==> src/rtl/led_pkg.sv <==
// Shared definitions for the badge LED frame buffer and PWM scanner:
// colour codes, array sizes, production slot map and FSM states.
package led_pkg;

    localparam int unsigned NUM_LEDS  = 11;
    localparam int unsigned NUM_SLOTS = 3;
    localparam int unsigned VAL_W     = 8;
    localparam int unsigned LED_W     = 4;
    localparam int unsigned SLOT_W    = 2;
    localparam int unsigned COLOR_W   = 2;
    localparam int unsigned MAP_W     = 6 * NUM_LEDS;

    localparam logic [COLOR_W-1:0] RED   = 2'd0;
    localparam logic [COLOR_W-1:0] GREEN = 2'd1;
    localparam logic [COLOR_W-1:0] BLUE  = 2'd2;

    // Per LED {slot_of_red, slot_of_green, slot_of_blue}, LED10 down to LED0.
    localparam logic [MAP_W-1:0] DEFAULT_COLOR_MAP = {
        6'h06, 6'h06, 6'h12, 6'h12, 6'h24, 6'h24,
        6'h06, 6'h24, 6'h06, 6'h24, 6'h06
    };

    typedef enum logic [0:0] {
        ST_IDLE  = 1'b0,
        ST_CLEAR = 1'b1
    } fsm_state_t;

endpackage

==> src/rtl/led_scale8.sv <==
// Brightness scale of one lane: (raw * (scale + 1)) >> 8.
module led_scale8
    import led_pkg::*;
(
    input  logic [VAL_W-1:0] raw,
    input  logic [VAL_W-1:0] scale,
    output logic [VAL_W-1:0] scaled_c
);

    localparam int unsigned PROD_W = 2 * VAL_W;

    logic [VAL_W:0]    factor;
    logic [PROD_W-1:0] product;

    // scale+1 spans 1..256, so 255 passes raw through unchanged.
    assign factor   = {1'b0, scale} + (VAL_W+1)'(1);
    assign product  = PROD_W'(raw) * PROD_W'(factor);
    assign scaled_c = VAL_W'(product >> VAL_W);

endmodule

==> src/rtl/led_frame_buffer.sv <==
// Double-buffered per-LED RGB store: slot-mapped writes into the back bank,
// frame-aligned swap, and brightness-scaled registered reads of one sink slot.
module led_frame_buffer
    import led_pkg::*;
#(
    parameter int unsigned             NUM_LEDS  = led_pkg::NUM_LEDS,
    parameter int unsigned             NUM_SLOTS = led_pkg::NUM_SLOTS,
    parameter logic [6*NUM_LEDS-1:0]   COLOR_MAP = led_pkg::DEFAULT_COLOR_MAP
) (
    input  logic                      clk,
    input  logic                      rst,
    input  logic                      wr_valid,
    output logic                      wr_ready,
    input  logic [LED_W-1:0]          wr_led,
    input  logic [COLOR_W-1:0]        wr_color,
    input  logic [VAL_W-1:0]          wr_value,
    output logic                      wr_err,
    input  logic                      clear,
    input  logic                      commit,
    output logic                      commit_pending,
    input  logic [VAL_W-1:0]          brightness,
    input  logic                      frame_start,
    input  logic [SLOT_W-1:0]         rd_slot,
    output logic [NUM_LEDS*VAL_W-1:0] rd_values
);

    logic [VAL_W-1:0] bank [2][NUM_LEDS][NUM_SLOTS];

    fsm_state_t       state;
    logic [LED_W-1:0] clr_idx;
    logic             front_sel;
    logic             back_sel;
    logic [VAL_W-1:0] bright_q;

    logic              swap;
    logic              wr_fire;
    logic              wr_legal;
    logic [SLOT_W-1:0] wr_phys;
    int unsigned       map_shift;

    logic [VAL_W-1:0] raw    [NUM_LEDS];
    logic [VAL_W-1:0] scaled [NUM_LEDS];

    assign back_sel = ~front_sel;
    assign swap     = frame_start && commit_pending && (state == ST_IDLE);
    assign wr_ready = !rst && (state == ST_IDLE) && !swap;
    assign wr_fire  = wr_valid && wr_ready;

    // Logical colour -> physical slot lookup; illegal index/colour is dropped.
    always_comb begin
        wr_legal  = 1'b0;
        wr_phys   = '0;
        map_shift = 0;
        if ((32'(wr_led) < NUM_LEDS) && (wr_color != 2'd3)) begin
            map_shift = 6 * 32'(wr_led) + 4 - 2 * 32'(wr_color);
            wr_phys   = SLOT_W'(COLOR_MAP >> map_shift);
            wr_legal  = 32'(wr_phys) < NUM_SLOTS;
        end
    end

    // Banks, clear sequencer, commit/swap and brightness latch.
    always_ff @(posedge clk) begin
        if (rst) begin
            for (int b = 0; b < 2; b++) begin
                for (int l = 0; l < int'(NUM_LEDS); l++) begin
                    for (int s = 0; s < int'(NUM_SLOTS); s++) begin
                        bank[b][l][s] <= '0;
                    end
                end
            end
            state          <= ST_IDLE;
            clr_idx        <= '0;
            front_sel      <= 1'b0;
            commit_pending <= 1'b0;
            bright_q       <= '1;
            wr_err         <= 1'b0;
        end else begin
            wr_err <= wr_fire && !wr_legal;
            if (wr_fire && wr_legal) begin
                bank[back_sel][wr_led][wr_phys] <= wr_value;
            end
            if (frame_start) begin
                bright_q <= brightness;
            end
            // A commit that lands on the swap cycle re-arms for the next frame.
            commit_pending <= (commit_pending && !swap) || commit;
            if (swap) begin
                front_sel <= ~front_sel;
            end
            case (state)
                ST_IDLE: begin
                    if (clear) begin
                        state   <= ST_CLEAR;
                        clr_idx <= '0;
                    end
                end
                ST_CLEAR: begin
                    for (int s = 0; s < int'(NUM_SLOTS); s++) begin
                        bank[back_sel][clr_idx][s] <= '0;
                    end
                    clr_idx <= clr_idx + 1'b1;
                    if (32'(clr_idx) == NUM_LEDS - 1) begin
                        state <= ST_IDLE;
                    end
                end
                default: state <= ST_IDLE;
            endcase
        end
    end

    always_comb begin
        for (int l = 0; l < int'(NUM_LEDS); l++) begin
            raw[l] = (32'(rd_slot) < NUM_SLOTS) ? bank[front_sel][l][rd_slot] : '0;
        end
    end

    for (genvar l = 0; l < int'(NUM_LEDS); l++) begin : g_lane
        led_scale8 u_scale (
            .raw      (raw[l]),
            .scale    (bright_q),
            .scaled_c (scaled[l])
        );
    end

    always_ff @(posedge clk) begin
        if (rst) begin
            rd_values <= '0;
        end else begin
            for (int l = 0; l < int'(NUM_LEDS); l++) begin
                rd_values[l*VAL_W +: VAL_W] <= scaled[l];
            end
        end
    end

endmodule

==> config.mk <==
export PLATFORM = sky130hd
export DESIGN_NAME = led_frame_buffer
export DESIGN_NICKNAME = d
export VERILOG_FILES = /design/src/rtl/led_pkg.sv /design/src/rtl/led_scale8.sv /design/src/rtl/led_frame_buffer.sv
export SDC_FILE = /design/constraint.sdc
export NUM_CORES = 2
export LEC_CHECK = 0
export CAP_MARGIN = 40
export CORE_ASPECT_RATIO = 0.75
export CORE_MARGIN = 2
export CORE_UTILIZATION = 60
export CTS_BUF_LIST = sky130_fd_sc_hd__clkbuf_8 sky130_fd_sc_hd__clkbuf_16
export DETAILED_ROUTE_END_ITERATION = 10
export PLACE_DENSITY = 0.81
export SLEW_MARGIN = 20
export SYNTH_ARGS = -nofsm -noshare
export SYNTH_HDL_FRONTEND = slang
export SYNTH_HIERARCHICAL = 1
export SYNTH_SLANG_ARGS = --single-unit
==> constraint.sdc <==
create_clock -name clk -period 8.5 [get_ports clk]
set_input_delay 0.85 -clock clk [delete_from_list [all_inputs] [get_ports clk]]
set_output_delay 0.85 -clock clk [all_outputs]
set_load 0.01 [all_outputs]
### Metal 3

(1 px per µm)
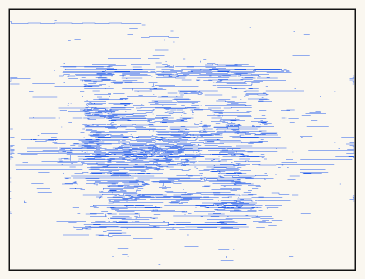
- share of all routed wire: 12%
- main direction: horizontal
- nets with wire on the layer: 557
final wirelength: 137000 µm
Via Count: 38186
met3 Use GR: 8.15%

### Sub-block map

(1 px per µm) Other cells in gray.
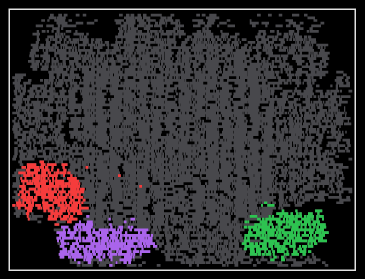
- g_lane[7].u_scale: red (cells 264)
- g_lane[9].u_scale: green (cells 249; where lower right)
- g_lane[8].u_scale: purple (cells 257; where lower left)
- not colored: 4243
post-layout util: 67.0%
die area: 89400 µm²

==> impl_metrics.json <==
{
  "status": "complete, no violations",
  "detail_route.wl_per_cell_um": 22.2,
  "ys_seq_share_pct": 34.4,
  "clk_share_pct": 3.91,
  "layout_top_cells": "inv_1 (618), edfxtp_1 (528), nor2b_1 (492)",
  "worstPathArrival_ns": 7.35,
  "worst_pin_slew_ns": 0.944,
  "relSlewSlack_pct": 37.0,
  "pwr-share-clk_pct": 25.8,
  "fmax_ghz": 0.143,
  "port_buffers": 120,
  "ff_type": "edfxtp_1",
  "overflow": 0,
  "cp_max_fo": 16,
  "inverters": 607,
  "top_register": "bank",
  "use_met1_pct": 42.9,
  "seq_share_pct": 31.2,
  "powerComb_mw": 5.05,
  "drive_gt1_share_pct": 8.92,
  "cts_resized": 0,
  "crit_cells": 16,
  "swShare_pct": 36.5,
  "cts.sinks": 633,
  "nMultiInputCombCells": 3369,
  "layout.nonclk_buf_share_pct": 4.35,
  "logic_family": "adder cells",
  "syn_inst": 4805,
  "tns_ns": 0,
  "cp.required_ns": 8.86,
  "fp_nets": 5662,
  "crit_start": "wr_led[0]",
  "place_ws_ns": 1.23,
  "synth_flop_count": 633,
  "synthAdderAreaFrac_pct": 26.2,
  "nNetsFinal": 5814,
  "busiest_layer": "met2",
  "clkbuf_count": 69,
  "async_flop_share_pct": 0,
  "comb_area_share_pct": 54.1,
  "final_hold_viol_count": 0,
  "top_cell": "inv_1",
  "wl_met3_um": 16900,
  "cp_top_family": "AND-OR/OR-AND gates",
  "common_cells": "inv_1 (606), edfxtp_1 (528), nor2b_1 (492)",
  "coreArea_um2": 86000,
  "drv_slew": 0,
  "grt_setup_unrepaired": "no",
  "reg_top3": "bank (528), rd_values (88), bright_q (8)",
  "top_area_cell": "edfxtp_1",
  "maxPowerGroup": "combinational cells",
  "io_pins": 121,
  "dpl.hpwl_um": 94200,
  "ys_warn_count": 6,
  "final-setup-viol-count": 0,
  "fin_crit_sh_pct": 82.2,
  "nWellTaps": 1140,
  "clock_latency_ns": 0.66,
  "p_int_mw": 7.56,
  "finalCriticalPeriod_ns": 6.99,
  "crit_slowest_cell": "o31ai_1",
  "power_mw": 11.9,
  "hold_ws_ns": 0.630,
  "switchingPower_mw": 4.35,
  "fin_ws_ns": 1.51,
  "syn_area_per_cell_um2": 10.9,
  "hold_depth": 2,
  "mostFrequentLayoutCell": "inv_1",
  "die_w_um": 345,
  "leakage_nw": 25.1,
  "cts_setup_buffers": 0,
  "ir_drop_mv": 0.167,
  "antenna_cells": 1,
  "tritoncts": "built",
  "logic_area_um2": 31200,
  "cp-end-kind": "flop",
  "grt_pass1_vias": 38931,
  "rows": 93,
  "ys_sh_xor_pct": 3.50,
  "grt_usage_pct": 31.3,
  "pg_clk_mw": 3.07,
  "power.density_nw_per_um2": 207,
  "holdCritStartpoint": "clr_idx[0]",
  "dr.pass1.iters": 9
}
Power figures rest on the tool's default switching activity, not on a simulated workload.
